==> config.mk <==
export PLATFORM = sky130hd
export DESIGN_NAME = lift_display_ctrl
export DESIGN_NICKNAME = d
export VERILOG_FILES = /design/src/rtl/lift_pkg.sv /design/src/rtl/lift_display_ctrl_scan_tick.sv /design/src/rtl/lift_display_ctrl.sv
export SDC_FILE = /design/constraint.sdc
export NUM_CORES = 1
export LEC_CHECK = 0
export CAP_MARGIN = 20
export CORE_UTILIZATION = 49
export CTS_CLUSTER_SIZE = 20
export DETAILED_ROUTE_END_ITERATION = 16
export GPL_TIMING_DRIVEN = 0
export PLACE_DENSITY = 0.71
export SYNTH_ARGS = -nofsm -noshare
export SYNTH_HDL_FRONTEND = slang
export SYNTH_SLANG_ARGS = --single-unit
==> constraint.sdc <==
create_clock -name clk -period 2.4 [get_ports clk]
set_clock_uncertainty 0.2 [all_clocks]
set_input_delay 0.72 -clock clk [delete_from_list [all_inputs] [get_ports clk]]
set_output_delay 0.72 -clock clk [all_outputs]
set_load 0.02 [all_outputs]
**Cell sizes after repair**

(8 px per µm)
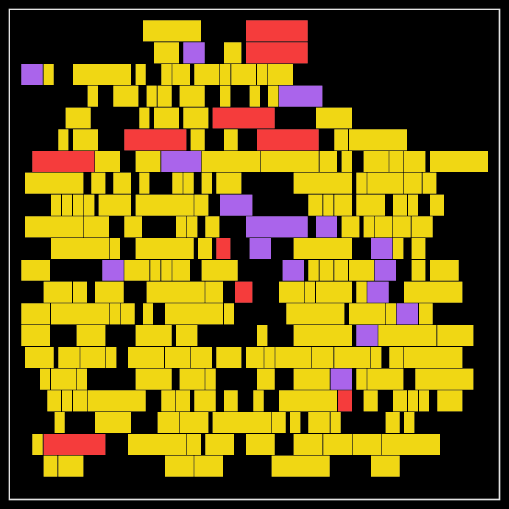
size	colour	cells
drive 3 to 4	purple	16
drive 1 or less	yellow	196
drive 2	red	10
finished layout cell area: 2042 µm²
layout overhead on the synthesized area: 19.30%

**Gate-type map**

(8 px per µm)
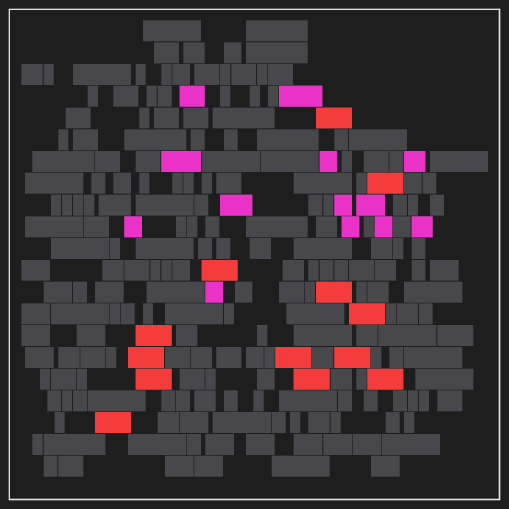
family	colour	cells
AND and OR gates	magenta	13
adder and majority cells	red	13
most frequently placed logic cell in the final layout: sky130_fd_sc_hd__dfxtp_1
number of standard cells in the final layout excluding fillers: 268
combinational share of cell area: 0.4620

==> run summary <==
Flow results are below.

- The detailed placer reported the number of placed instances as 259.
- Ranking logic cells in the layout by count gives the top entries sky130_fd_sc_hd__dfxtp_1, sky130_fd_sc_hd__nor2_1, sky130_fd_sc_hd__clkdlybuf4s50_1.
- The clock tree from TritonCTS is done, for reference.
- For this run, the total global-route usage over all layers was measured as 0.1986.
- The routed length per instance is 12.51 µm, for reference.
- The final number of max-transition violations is 0, for reference.
- The initial core utilization is 0.5129, for reference.
- Per the CTS log, the root buffer master is sky130_fd_sc_hd__clkbuf_4.
- Walking the worst path, the cells encountered are or4b_4 > nor4_4 > nand2_1 > buf_4 > or4b_1 > a21oi_1.
- The clock network power consumption is 0.000317 W, for reference.
- The worst-path maximum fanout is 4, for reference.
- The run finished with clean final reports.
- The initial antenna violation count is 0, for reference.
- After detailed placement, the total cell area comes to 1949 µm².
- Input and output buffers added on the ports amount to 18.
- Per the post-synthesis report, the number of cells in the design is 195.
- The most critical hold endpoint after final layout shows a slack of 0.2624 ns.
- Per the OpenROAD power report, leakage power amounts to 0.8046 nW.
- The number of DRC violations after detailed-routing iteration 0 is 50, for reference.
- The chip occupies 3733 µm².
- The netlist uses 38 different library cells.
- The sequential cell area in the final layout is 709.4 µm², for reference.
- The worst hold path belongs to the class flip-flop to flip-flop.
- The average vias per placed instance is 5.280, for reference.
- For this run, the number of Yosys warnings is 0.
- In this run, power in flip-flops and latches comes to 0.000595 W.
- The sequential cell fraction of total power is 0.611, for reference.
- For reference, the placement row count at floorplan is 21.
- The count of library flops with an enable pin is 0, for reference.
- After synthesis, the chip area reported by Yosys is 1712 µm².
- The cell total in the yosys stat output is 195, for reference.
- The final worst-path cycle share is 0.9997, for reference.
- The most used flip-flop cell after synthesis is sky130_fd_sc_hd__dfxtp_1.
- The kind of start point of the critical path is a flip-flop, for reference.
- The first-pass GRT wire length is 5471 µm, for reference.
- After the last flow step, the layout net total stands at 242.
- The clock-pin slew on the worst setup and hold paths is 0.11 ns, for reference.
- During I/O placement, the number of pins put on the boundary was 20.
- In the post-synthesis netlist, the biggest area contributors are sky130_fd_sc_hd__dfxtp_1, sky130_fd_sc_hd__ha_1, sky130_fd_sc_hd__nor2_1.
- The power group with the highest consumption is sequential cells, for reference.
- The share of synthesized area in the top cell type comes to 0.4094.
- The fraction of power consumed by combinational cells is 0.064, for reference.
- The combined area of all synthesized cells is 1712 µm², for reference.
- The highest clock rate this design can be run at is 0.4168 GHz.
- The data required time of the critical path is 2.48 ns, for reference.
- For reference, the final report shows the hold violation count at 0.
- The slew of the pin with the lowest slew margin is 0.8199 ns, for reference.
- The relative slew slack is 0.4484, for reference.
- The average cell area after synthesis is 8.778 µm², for reference.
- The cell family with the largest share of critical-path delay is simple AND/OR/NAND/NOR gates, for reference.
- The data arrival time of the critical path is 2.48 ns, for reference.
- The total area inside the core boundary comes to 3337 µm².
- The detail route stage leaves a number of antenna-violating nets equal to 0.
- The sequential element share of the synthesized area is 0.4094, for reference.
- The critical path's slowest stage uses the library cell sky130_fd_sc_hd__or4b_4.
- The maximum buffer depth of the clock tree is 2, for reference.
- Sorting the synthesized cells by how often they occur yields sky130_fd_sc_hd__dfxtp_1, sky130_fd_sc_hd__nor2_1, sky130_fd_sc_hd__nand2_1.
- Switching power as a fraction of the total was reported as 0.2506.
- The global-route congestion overflow total is 0, for reference.
- The number of fillers in the final layout is 299, for reference.
- The detailed-router iteration count before antenna repair is 4, for reference.
- Once synthesis finished, the tally of register bits stood at 35.
- The most frequent cell after synthesis is sky130_fd_sc_hd__dfxtp_1, for reference.
- The floorplan die width is 61.10 µm, for reference.
- The number of buffers and inverters on the critical path is 1.
- The fraction of layout instances using a drive strength above 1 is 0.1171, for reference.
- The flow reported a cell area power density of 477.1 nW/µm².
- The number of clock sinks came to 35.
- The internal power consumption is 0.0007301 W, for reference.
- The number of cells on the worst reg-to-reg path is 6.
- Per the skew report, the later register of the worst-skew pair sees a clock latency of 0.34 ns.
- The number of flip-flops under the largest register name is 16, for reference.
- The via count is 1415, for reference.
- The half-perimeter wire length of the detailed placement result is 2449 µm, for reference.
- The total combinational power is 0.0000623 W, for reference.
- The number of levels the H-tree was split into is 2, for reference.
- The category of the worst setup path capture point is a flip-flop, for reference.
- Of the total power, the clock network draws 0.325.
- The total number of cells along the worst setup path is 6, for reference.
- The final timing report derives a shortest allowable period of 2.399 ns.
[per-layer routing]
metal | share of wire | track usage
met3 | 0.033 | 0.06092
met4 | 0.017 | 0.08442
met1 | 0.48 | 0.2422
met2 | 0.47 | 0.3245
met5 | 0 | 0
[area by class of cell]
class / instances / area share
multi-input cells: 142 / 0.4620
flip-flops and latches: 35 / 0.3474
repair buffers: 21 / 0.1005
well taps: 46 / 0.02819
inverters: 12 / 0.02206
clock buffers: 6 / 0.02022
plain buffers: 4 / 0.01348
clock inverters: 2 / 0.006127
[what timing repair did]
action,4_1_cts,5_1_grt
setup endpoints to repair,15,10
pin swaps,1,3
resized,9,3
setup buffers,1,2
hold endpoints to repair,0,0
[per-stage QoR]
stage	total power (W)	TNS [ns]	worst slack, ns	util
floorplan	0.0006404	0	0.1088	-
global placement	0.0006683	-1.679	-0.1677	0.5842
detailed placement	0.0006702	-2.607	-0.1919	0.5842
CTS	0.0009847	0	0.006086	0.6070
global route	0.001015	-0.2000	-0.09057	0.6119
finish	0.0009743	0	0.0007012	0.6119
[worst reg2reg max path, cell delays in order, from the launching register on]
cell and delay, ns:
sky130_fd_sc_hd__dfxtp_2 0.36, sky130_fd_sc_hd__or4b_4 0.56, sky130_fd_sc_hd__nor4_4 0.31, sky130_fd_sc_hd__nand2_1 0.11, sky130_fd_sc_hd__buf_4 0.14, sky130_fd_sc_hd__or4b_1 0.51
sky130_fd_sc_hd__a21oi_1 0.14
[cell families (layout without fill, tap and decap cells)]
logic type      count (synthesis)  count (layout)  synth area share
buf+inv                        18              45           0.04532
simple gates                   81              81            0.2558
fa+ha+maj                      13              13           0.09503
xor+xnor                       18              18           0.09210
other cells                     1               1          0.002191
flops                          35              35            0.4094
compound gates                 29              29            0.1001
Power and IR drop assume default switching activity.
